Figure 1. Clock wires, drivers and flops (run 1).
Scale: 6 px per um.
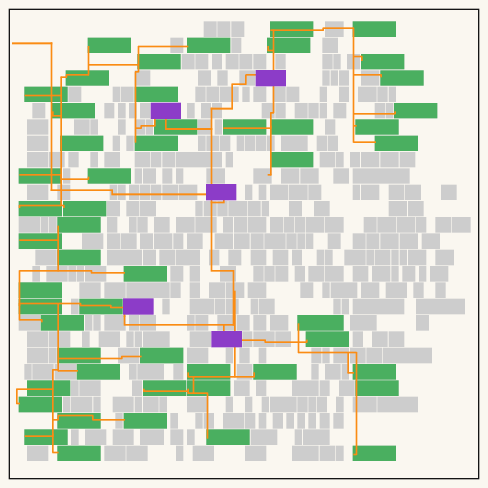
Figure 2. Signal wires on met2 (run 1).
Scale: 6 px per um. Cells faint in the background.
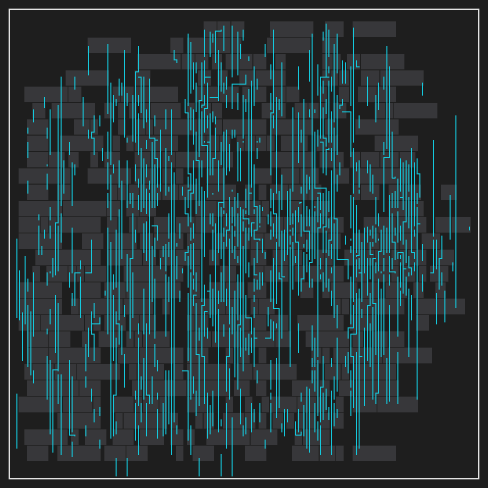
Figure 3. I/O nets highlighted (run 1).
Scale: 4 px per um.
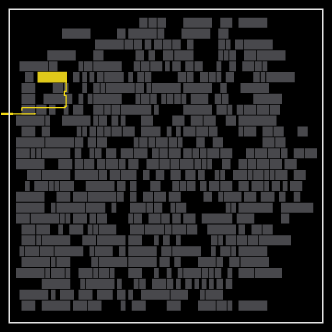
--- src/rtl/rcvdata.sv ---
// ============================================================================
// rcvdata - serial receive stage (8N1, or 8E1 with RX_PARITY_EN defined)
//
// Recovers bytes from the serial line driven by the transmit path and hands
// each one to the music/command logic with a single-cycle valid strobe.
// The baud rate is picked at run time with the same 2-bit choose code the
// transmitter uses, so both ends agree on the bit period.
//
// Optional feature macro: RX_PARITY_EN
//   undefined : 8N1 frames, no parity_err port
//   defined   : 8E1 frames, a parity bit follows the data bits and
//               parity_err pulses together with rx_done on a mismatch
//
// Ports:
//   clk        in   1  system clock, rising edge
//   rst        in   1  synchronous, active-high reset
//   rx_in      in   1  asynchronous serial line, idles high
//   choose     in   2  baud select, 00..11 -> BAUD0..BAUD3
//   rx_data    out  8  last correctly framed byte
//   rx_done    out  1  one-cycle pulse, rx_data has just been updated
//   rx_busy    out  1  high while a frame is being received
//   frame_err  out  1  one-cycle pulse, stop bit was sampled low
//   parity_err out  1  (RX_PARITY_EN only) one-cycle pulse with rx_done
// ============================================================================
module rcvdata #(
    parameter int CLK_FREQ = 50000000,
    parameter int BAUD0    = 9600,
    parameter int BAUD1    = 19200,
    parameter int BAUD2    = 38400,
    parameter int BAUD3    = 115200
) (
    input  logic       clk,
    input  logic       rst,
    input  logic       rx_in,
    input  logic [1:0] choose,
    output logic [7:0] rx_data,
    output logic       rx_done,
    output logic       rx_busy,
    output logic       frame_err
`ifdef RX_PARITY_EN
    ,
    output logic       parity_err
`endif
);

    // Bit periods in clock cycles, truncated toward zero.
    localparam logic [15:0] BP0 = 16'(CLK_FREQ / BAUD0);
    localparam logic [15:0] BP1 = 16'(CLK_FREQ / BAUD1);
    localparam logic [15:0] BP2 = 16'(CLK_FREQ / BAUD2);
    localparam logic [15:0] BP3 = 16'(CLK_FREQ / BAUD3);

    typedef enum logic [2:0] {
        IDLE,
        START,
        DATA,
`ifdef RX_PARITY_EN
        PARITY,
`endif
        STOP,
        BREAK
    } state_t;

    state_t      state_q, state_d;
    logic        sync1_q, sync1_d;
    logic        sync2_q, sync2_d;
    logic        sync3_q, sync3_d;
    logic [15:0] cnt_q, cnt_d;
    logic [15:0] bp_q, bp_d;
    logic [2:0]  bit_q, bit_d;
    logic [7:0]  shift_q, shift_d;
    logic [7:0]  data_q, data_d;
    logic        done_q, done_d;
    logic        ferr_q, ferr_d;
`ifdef RX_PARITY_EN
    logic        par_q, par_d;
    logic        perr_q, perr_d;
`endif

    logic [15:0] bp_sel;
    logic [15:0] half_bp;
    logic        rx_s;
    logic        fall;

    // sync2_q is the synchronised line; sync3_q is one cycle older and is
    // only used to spot the start-bit falling edge.
    assign rx_s    = sync2_q;
    assign fall    = sync3_q & ~sync2_q;
    assign half_bp = bp_q >> 1;

    // Baud select decode; only looked at when a start edge is seen, so a
    // change of choose mid-frame leaves the running frame alone.
    always_comb begin
        case (choose)
            2'b00:   bp_sel = BP0;
            2'b01:   bp_sel = BP1;
            2'b10:   bp_sel = BP2;
            default: bp_sel = BP3;
        endcase
    end

    // Next-state and output logic for the receive FSM.  Strobes default to
    // zero so every pulse lasts exactly one cycle.
    always_comb begin
        state_d = state_q;
        sync1_d = rx_in;
        sync2_d = sync1_q;
        sync3_d = sync2_q;
        cnt_d   = cnt_q;
        bp_d    = bp_q;
        bit_d   = bit_q;
        shift_d = shift_q;
        data_d  = data_q;
        done_d  = 1'b0;
        ferr_d  = 1'b0;
`ifdef RX_PARITY_EN
        par_d   = par_q;
        perr_d  = 1'b0;
`endif
        case (state_q)
            IDLE: begin
                if (fall) begin
                    bp_d    = bp_sel;
                    cnt_d   = 16'd0;
                    bit_d   = 3'd0;
                    state_d = START;
                end
            end
            START: begin
                // Re-check the line in the middle of the start bit so that a
                // short low glitch is rejected as a false start.
                if (cnt_q == half_bp - 16'd1) begin
                    cnt_d = 16'd0;
                    if (rx_s) begin
                        state_d = IDLE;
                    end else begin
                        state_d = DATA;
                    end
                end else begin
                    cnt_d = cnt_q + 16'd1;
                end
            end
            DATA: begin
                // Sampling point is now mid-bit; step one full period per bit.
                if (cnt_q == bp_q - 16'd1) begin
                    cnt_d   = 16'd0;
                    shift_d = {rx_s, shift_q[7:1]};
                    bit_d   = bit_q + 3'd1;
                    if (bit_q == 3'd7) begin
`ifdef RX_PARITY_EN
                        state_d = PARITY;
`else
                        state_d = STOP;
`endif
                    end
                end else begin
                    cnt_d = cnt_q + 16'd1;
                end
            end
`ifdef RX_PARITY_EN
            PARITY: begin
                if (cnt_q == bp_q - 16'd1) begin
                    cnt_d   = 16'd0;
                    par_d   = rx_s;
                    state_d = STOP;
                end else begin
                    cnt_d = cnt_q + 16'd1;
                end
            end
`endif
            STOP: begin
                if (cnt_q == bp_q - 16'd1) begin
                    cnt_d = 16'd0;
                    if (rx_s) begin
                        data_d  = shift_q;
                        done_d  = 1'b1;
`ifdef RX_PARITY_EN
                        perr_d  = ^{shift_q, par_q};
`endif
                        state_d = IDLE;
                    end else begin
                        ferr_d  = 1'b1;
                        state_d = BREAK;
                    end
                end else begin
                    cnt_d = cnt_q + 16'd1;
                end
            end
            BREAK: begin
                // Line held low past the stop bit: wait for it to return high
                // before looking for another start edge.
                if (rx_s) begin
                    state_d = IDLE;
                end
            end
            default: state_d = IDLE;
        endcase
    end

    // State register.  The synchroniser resets to the idle-high line level so
    // no phantom start edge appears when reset is released.
    always_ff @(posedge clk) begin
        if (rst) begin
            state_q <= IDLE;
            sync1_q <= 1'b1;
            sync2_q <= 1'b1;
            sync3_q <= 1'b1;
            cnt_q   <= 16'd0;
            bp_q    <= 16'd0;
            bit_q   <= 3'd0;
            shift_q <= 8'h00;
            data_q  <= 8'h00;
            done_q  <= 1'b0;
            ferr_q  <= 1'b0;
`ifdef RX_PARITY_EN
            par_q   <= 1'b0;
            perr_q  <= 1'b0;
`endif
        end else begin
            state_q <= state_d;
            sync1_q <= sync1_d;
            sync2_q <= sync2_d;
            sync3_q <= sync3_d;
            cnt_q   <= cnt_d;
            bp_q    <= bp_d;
            bit_q   <= bit_d;
            shift_q <= shift_d;
            data_q  <= data_d;
            done_q  <= done_d;
            ferr_q  <= ferr_d;
`ifdef RX_PARITY_EN
            par_q   <= par_d;
            perr_q  <= perr_d;
`endif
        end
    end

    assign rx_data   = data_q;
    assign rx_done   = done_q;
    assign frame_err = ferr_q;
    assign rx_busy   = (state_q != IDLE);
`ifdef RX_PARITY_EN
    assign parity_err = perr_q;
`endif

endmodule

--- config.mk ---
export PLATFORM = sky130hd
export DESIGN_NAME = rcvdata
export DESIGN_NICKNAME = d
export VERILOG_FILES = /design/src/rtl/rcvdata.sv
export SDC_FILE = /design/constraint.sdc
export NUM_CORES = 1
export LEC_CHECK = 0
export CORE_UTILIZATION = 57
export CTS_BUF_LIST = sky130_fd_sc_hd__clkbuf_8
export CTS_CLUSTER_SIZE = 40
export DETAILED_ROUTE_END_ITERATION = 6
export PLACE_DENSITY = 0.79
export SLEW_MARGIN = 20
export SYNTH_ARGS = -nofsm -noshare
export SYNTH_HDL_FRONTEND = slang
export SYNTH_SLANG_ARGS = --single-unit
--- constraint.sdc ---
create_clock -name clk -period 3.11 [get_ports clk]
set_input_delay 0.311 -clock clk [delete_from_list [all_inputs] [get_ports clk]]
set_output_delay 0.311 -clock clk [all_outputs]
set_load 0.02 [all_outputs]
==> Changelog: implementation, run 1 <==
### Physical design

* Ys cells at ~400
* Grt ovf at 0
* R2R Setup Slk at between 0.1 and 0.15 ns
* Top cells excl fill/tap: 51 x dfxtp_1, 47 x nor2_1, 34 x nand2_1
* Number of logged tool warnings at 30
* Hold Buf Count CTS at 0
* Initial antenna violation count at 0
* H-tree levels at 2
* Final Core Density at 0.650
* Final ANT Viol Nets at 0
* Root Buffer: clkbuf_8
* Worst r2r path cells at 9
* Post-synth regs at between 50 and 60
* Chip area in the Yosys report at roughly 3300 um^2
* DIE AREA at about 6100 um^2
* Cts bufs inserted at 5
* Final total negative setup slack at 0 ns
* GRT Util Overall at 0.264
* Synth Area in Adders at 0.0342
* Fraction of registers with async set or reset after synthesis at 0
* CP Max Fanout at 13
* Layout Nets at 423
* Global-route wire length before repair at 12,700 um
* Gr busiest metal: met2
* FP Core Util at 0.594
* Comb pwr share at 0.189
* Syn Nets at 412
* Dpl cells at around 470
* Comb. pwr at 0.000251 W
* P_seq at just under 0.0007 W
* WL met3 at 426 um
* Hold Path Sink: rx_s
* Post-Synthesis Cells at between 300 and 400
* Number of core rows at 27
* Met2 wire length at 3600 um
* Area delta synth->final at 9.39%
* Drt wl/cell at 15.8 um
* Mux share at 0.0551
* Largest net degree at the start of global routing at 38
* CP max stage delay at approximately 0.58 ns
* Min-Delay Path Class: flop to flop
* Overall Power at roughly 0.0013 W
* Die Wd at slightly below 80 um
* Pre-Repair DR Iteration Count at 5
* Hold_sp: sync1_q
* Simple share at 0.278
* Top cell type by instance count after synthesis: dfxtp_1
* Headroom to the max-slew limit at 0.594
* AO/OA Area Share at 0.158
* Pwr Density at 369 nW/um^2
* Unrepaired setup endpoints after global routing: false
* Antenna Cells at 0
* Post-route clock period utilization at 0.958
* CTS tree: done
* Cells along the critical path: nor4_2 > a21oi_1 > xor2_1 > nand3_1 > or4_4 > nor3_4 > buf_12 > mux2_2 > nor2_1
* Sequential share of power at 0.513
* Switch share at 0.286
* Core area at 5540 um^2
* Fin cells at roughly 480
* Status: finished, final reports clean
* Clock buffer depth at 2
-- Figure 1 (at the start) --
[purple] clock drivers | count: 5
[orange] clock wires | length: 580 um
[green] flip-flops | count: 52
routed clock nets: 6
flops lie: widely spread
clock share of power: 0.298
clk latency late pin: 0.31 ns
Setup Skew: 0.0112 ns
Clock Power: 0.000395 W

-- Figure 2 (at the start) --
longest straight run: 48.6 um
main direction: vertical
met2 Usage GRT: 0.446
via total after detailed routing: 2,901

-- Figure 3 (at the start) --
| colour | port | direction | edge | end cells | buffers | wire |
|---|---|---|---|---|---|---|
| yellow | `rx_done` | output | left | 1 | 1 | 25.4 um |
# IOs: 16
port bufs: 15

run 1: cell type report:
| type | count | area (um^2) |
|---|---|---|
| timing repair buffer | 37 | 328 |
| fill | 480 | 1940 |
| clock buffer | 5 | 68.8 |
| multi-input combinational | 303 | 2010 |
| sequential | 52 | 1040 |
| clock inverter | 3 | 22.5 |
| inverter | 10 | 37.5 |
| tap | 72 | 90.1 |
run 1: registers in the layout, indices dropped and copies added, names as in the netlist:
name       cells
bit_q          3
bp_q           9
cnt_q         16
frame_err      1
rx_data        8
rx_done        1
rx_s           1
shift_q        8
state_q        3
sync1_q        1
sync3_q        1
## Run 2: what changed since run 1
--- a/config.mk
+++ b/config.mk
@@ -5,11 +5,13 @@
 export SDC_FILE = /design/constraint.sdc
 export NUM_CORES = 1
 export LEC_CHECK = 0
-export CORE_UTILIZATION = 57
+export CORE_MARGIN = 2
+export CORE_UTILIZATION = 53
 export CTS_BUF_LIST = sky130_fd_sc_hd__clkbuf_8
 export CTS_CLUSTER_SIZE = 40
 export DETAILED_ROUTE_END_ITERATION = 6
-export PLACE_DENSITY = 0.79
+export GPL_ROUTABILITY_DRIVEN = 0
+export PLACE_DENSITY = 0.74
 export SLEW_MARGIN = 20
 export SYNTH_ARGS = -nofsm -noshare
 export SYNTH_HDL_FRONTEND = slang
Figure 4. Clock nets (run 2).
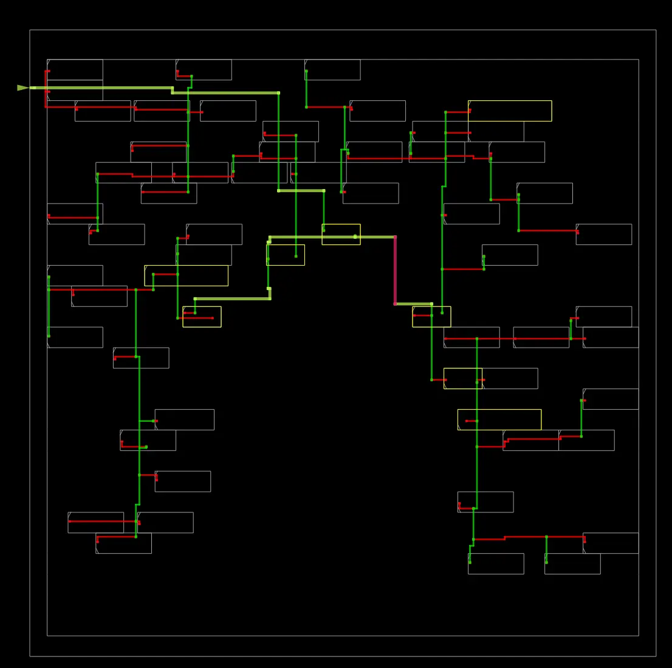
CTS Sinks: 52
Clock Power: 0.000623 W

==> Changelog: implementation, run 2 <==
### Physical design

* Top cell type by instance count after synthesis: dfxtp_1
* Post-Synthesis Cells at 398 (unchanged)
* Largest registers: cnt_q x16, bp_q x9
* Number of core rows at 28 (+3.7%)
* Global-route wire length before repair at 12,200 um (-4.2%)
* Comb pwr share at 0.157 (-0.032)
* Final ANT Viol Nets at 0 (unchanged)
* Sequential share of power at 0.440 (-0.073)
* Top reg by flops: cnt_q
* Filler instances at 547 (+14%)
* Fraction of registers with async set or reset after synthesis at 0 (unchanged)
* Gr busiest metal: met2
* Initial antenna violation count at 0 (unchanged)
* Signal buf overhead at 0.0856 (-0.00548)
* Top cells excl fill/tap: 51 x dfxtp_1, 47 x nor2_1, 34 x nand2_1
* Final total negative setup slack at 0 ns (unchanged)
* Switch share at 0.235 (-0.0512)
* Port bufs at 15 (unchanged)
* Largest net degree at the start of global routing at 38 (unchanged)
* Met2 Usage GRT at 0.369 (-0.0775)
* Syn Nets at 412 (unchanged)
* Comb/total area at 0.550 (-0.00876)
* # clk buffers at 5 (unchanged)
* Setup Skew at 0.00417 ns (-0.00705 ns)
* Non-clock buffer instance count of the final layout at 35 (-5.4%)
* # IOs at 16 (unchanged)
* Number of logged tool warnings at 30 (unchanged)
* #MultiIn Comb at 303 (unchanged)
* Drt wl/cell at 15.6 um (-1.2%)
* DIE AREA at 6860 um^2 (+13%)
* CP Max Fanout at 18 (+5)
* Gate Area at 2010 um^2 (about the same)
* Min-Delay Path Class: flop to flop
* Pwr Density at 423 nW/um^2 (+15%)
* Pre-Repair DR Iteration Count at 5 (unchanged)
* Area delta synth->final at 11.1%
* Layout Nets at 421 (-0.47%)
* Status: finished, final reports clean
* H-tree levels at 2 (unchanged)
* Comb. pwr at 0.000243 W (-3%)
* Cells along the critical path: or4_1 > o31a_1 > nor2_1 > o2111ai_1 > or4_4 > a32o_4 > a21o_1 > a22o_1
* Via total after detailed routing at 2,934 (+1.1%)
* Biggest Area Class: logic gates
* Flop count at 52 (unchanged)
* Post-synth regs at 52 (unchanged)
* FP Core Util at 0.553 (-0.0414)
* Core area at 5960 um^2 (+7.5%)
* Die Wd at 82.8 um (+6.2%)
* Overall Power at 0.00155 W (+17%)
* Dpl cells at 474 (unchanged)
* Max reg flops at 16 (unchanged)
* Clk latency late pin at 0.30 ns (about the same)
* Signal inverters at 10 (unchanged)
* Final Core Density at 0.614 (-0.0361)
* Fin cells at 483 (+0.21%)
* Cts bufs inserted at 5 (unchanged)
* Chip area in the Yosys report at 3290 um^2 (unchanged)
* Root Buffer: clkbuf_8
* Antenna Cells at 0 (unchanged)
* Taps Inserted at 75 (+4.2%)
* Post-route clock period utilization at 0.966 (+0.00790)
* Clock buffer depth at 2 (unchanged)
* Headroom to the max-slew limit at 0.665 (+0.0713)
* Clock share of power at 0.403 (+0.105)
* Grt ovf at 0 (unchanged)
Figure 5. I/O nets highlighted (run 2).
Scale: 4 px per um.
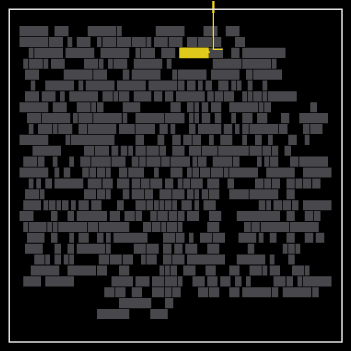
| colour | port | direction | edge | end cells | buffers | wire |
|---|---|---|---|---|---|---|
| yellow | `rx_done` | output | top | 1 | 1 | 13.1 um |

-- run 2: final timing paths --
| check | startpoint | end | slack, ns | cells past startpoint |
|---|---|---|---|---|
| worst max-delay path | bp_q[2] | cnt_q[3] | 0.11 | 8 |
| worst min-delay path | sync1_q | rx_s | 0.42 | 1 |
| worst max register to register | bp_q[2] | cnt_q[3] | 0.11 | 8 |
| worst min register to register | sync1_q | rx_s | 0.42 | 1 |
-- run 2: logic make-up (layout without fill, tap and decap cells) --
logic type	count (synthesis)	after routing	synth area share
AOI/OAI and AO/OA	80	80	0.158
buffers and inverters	43	53	0.0833
adders and majority gates	9	9	0.0342
muxes	18	18	0.0551
and+or+nand+nor	173	173	0.278
DFF	52	52	0.316
xor gates and xnor gates	23	23	0.0749
Power is estimated from default activity; no workload was simulated.
